$ cat src/rtl/uart_rx.sv
`default_nettype none
// ============================================================================
// uart_rx : 8N1 asynchronous serial receiver, mid-bit sampling, fixed baud
// Revision : 1.0
// ============================================================================
module uart_rx #(
    parameter logic [31:0] CLK_FREQ = 32'd25_000_000,
    parameter logic [31:0] UART_BPS = 32'd921600
) (
    input  logic       sys_clk,
    input  logic       sys_rst_n,
    input  logic       rx,
    output logic [7:0] out_data,
    output logic       rx_done,
    output logic       frame_err,
    output logic       busy
);
    localparam logic [31:0] BPS_CNT = CLK_FREQ / UART_BPS;
    localparam logic [31:0] HALF    = BPS_CNT >> 1;
    localparam int          CNT_W   = (BPS_CNT > 32'd2) ? $clog2(BPS_CNT) : 1;
    localparam logic [CNT_W-1:0] CNT_MAX  = CNT_W'(BPS_CNT - 32'd1);
    localparam logic [CNT_W-1:0] CNT_HALF = CNT_W'(HALF);

    typedef enum logic [1:0] {
        IDLE  = 2'd0,
        START = 2'd1,
        DATA  = 2'd2,
        STOP  = 2'd3
    } state_t;

    state_t           state_q,    state_d;
    logic [CNT_W-1:0] baud_cnt_q, baud_cnt_d;
    logic [2:0]       bit_idx_q,  bit_idx_d;
    logic [7:0]       shift_q,    shift_d;
    logic [7:0]       out_data_q, out_data_d;
    logic             rx_done_q,  rx_done_d;
    logic             frame_err_q, frame_err_d;
    logic             rx_s1_q, rx_s2_q, rx_s3_q;

    logic             fall_edge;
    logic             sample_pt;

    assign fall_edge = rx_s3_q & ~rx_s2_q;
    assign sample_pt = (baud_cnt_q == CNT_HALF);

    // Synchronizer resets to the idle level so reset release never fakes a start edge
    always_ff @(posedge sys_clk or negedge sys_rst_n) begin
        if (!sys_rst_n) begin
            rx_s1_q <= 1'b1;
            rx_s2_q <= 1'b1;
            rx_s3_q <= 1'b1;
        end else begin
            rx_s1_q <= rx;
            rx_s2_q <= rx_s1_q;
            rx_s3_q <= rx_s2_q;
        end
    end

    always_ff @(posedge sys_clk or negedge sys_rst_n) begin
        if (!sys_rst_n) begin
            state_q     <= IDLE;
            baud_cnt_q  <= '0;
            bit_idx_q   <= 3'd0;
            shift_q     <= 8'h00;
            out_data_q  <= 8'h00;
            rx_done_q   <= 1'b0;
            frame_err_q <= 1'b0;
        end else begin
            state_q     <= state_d;
            baud_cnt_q  <= baud_cnt_d;
            bit_idx_q   <= bit_idx_d;
            shift_q     <= shift_d;
            out_data_q  <= out_data_d;
            rx_done_q   <= rx_done_d;
            frame_err_q <= frame_err_d;
        end
    end

    always_comb begin
        state_d     = state_q;
        bit_idx_d   = bit_idx_q;
        shift_d     = shift_q;
        out_data_d  = out_data_q;
        rx_done_d   = 1'b0;
        frame_err_d = 1'b0;

        if (baud_cnt_q == CNT_MAX) begin
            baud_cnt_d = '0;
        end else begin
            baud_cnt_d = baud_cnt_q + CNT_W'(1);
        end

        case (state_q)
            IDLE: begin
                if (fall_edge) begin
                    state_d = START;
                end
            end
            START: begin
                if (sample_pt) begin
                    if (!rx_s2_q) begin
                        state_d   = DATA;
                        bit_idx_d = 3'd0;
                    end else begin
                        state_d = IDLE;
                    end
                end
            end
            DATA: begin
                if (sample_pt) begin
                    shift_d[bit_idx_q] = rx_s2_q;
                    if (bit_idx_q == 3'd7) begin
                        state_d = STOP;
                    end else begin
                        bit_idx_d = bit_idx_q + 3'd1;
                    end
                end
            end
            STOP: begin
                // Leaving at mid-stop leaves half a bit to catch a back-to-back start edge
                if (sample_pt) begin
                    if (rx_s2_q) begin
                        out_data_d = shift_q;
                        rx_done_d  = 1'b1;
                    end else begin
                        frame_err_d = 1'b1;
                    end
                    state_d = IDLE;
                end
            end
            default: begin
                state_d = IDLE;
            end
        endcase

        if (state_q == IDLE || state_d == IDLE) begin
            baud_cnt_d = '0;
        end
    end

    assign out_data  = out_data_q;
    assign rx_done   = rx_done_q;
    assign frame_err = frame_err_q;
    assign busy      = (state_q != IDLE);

endmodule
`default_nettype wire

$ cat config.mk
export PLATFORM = sky130hd
export DESIGN_NAME = uart_rx
export DESIGN_NICKNAME = d
export VERILOG_FILES = /design/src/rtl/uart_rx.sv
export SDC_FILE = /design/constraint.sdc
export NUM_CORES = 1
export LEC_CHECK = 0
export CAP_MARGIN = 20
export CORE_ASPECT_RATIO = 0.8
export CORE_UTILIZATION = 49
export DETAILED_ROUTE_END_ITERATION = 8
export GPL_TIMING_DRIVEN = 0
export HOLD_SLACK_MARGIN = 0.03
export PLACE_DENSITY = 0.79
export SLEW_MARGIN = 20
export SYNTH_ARGS = -nofsm -noshare
export SYNTH_HDL_FRONTEND = slang
export SYNTH_SLANG_ARGS = --single-unit
$ cat constraint.sdc
create_clock -name sys_clk -period 1.6 [get_ports sys_clk]
set_input_delay 0.32 -clock sys_clk [delete_from_list [all_inputs] [get_ports sys_clk]]
set_output_delay 0.32 -clock sys_clk [all_outputs]
set_load 0.005 [all_outputs]
Port wiring:
(6 px per µm)
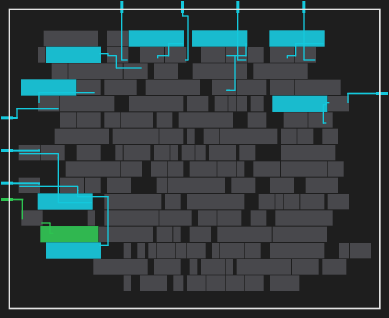
colour	port	direction	edge	end cells	buffers	wire
green	rx	input	left	1	1	8.40 µm
cyan	out_data	output	4 top, 3 left, 1 right	8	8	161 µm

==> flow_summary.ini <==
; physical design summary
[outcome]
status = finished clean

[die]
taps = 36
chipArea_mm2 = 0.00305
die_h_um = 49.6

[clock_tree]
cts-buffers-inserted = 5
cts-root-buf = clkbuf_4
cts_max_level = 2
cts_setup_buffers = 6

[pwr]
p_int_mw = 1.56
power.total_mw = 2.28
switching_share = 0.318
pwr_density_cell_mw_per_mm2 = 1240
pg_seq_mw = 0.983

[synthesis]
top_logic_kind = multiplexers
synth_area_mm2 = 0.00139
synth_chip_area_mm2 = 0.00139
fa_ha_area_frac = 0.0450
syn_inst = 104
ff_type = dfrtp_1

[drt]
met2_length_mm = 1.22
first_iter_violations = 30
routed_wl_mm = 2.61
first_pass_iters = 4
wl_met3_um = 108

[worst_setup_path]
max_stage_delay_ns = 0.43
crit_end = shift_q[7]
ff2ff_path_depth = 5

[timing]
final-hold-violation-count = 0

[cells_and_area]
numSequentialCells = 31
drive_above_1_share = 0.447
seq_area_um2 = 782
lay_top_count = dfrtp_1
finalNonFillerCells = 177
final_area_mm2 = 0.00185

[grt]
antenna_found_initial = 0
use_met2 = 0.258

[min_path]
hold_depth = 0
Cell density map:
(6 px per µm) The die is cut into 6 by 5 equal tiles; dark blue is low, red is high, 0 to 100% covered.
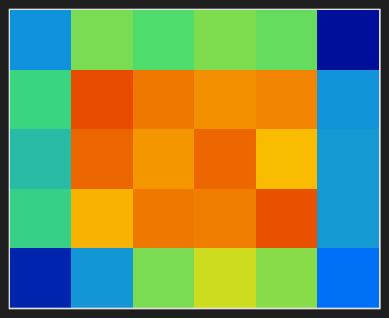
tiles over 75% full	40%
densest ninth of the die	middle
mean over tiles	59%
fullest tile	91%
Initial Util: 0.542
Final Util: 0.721

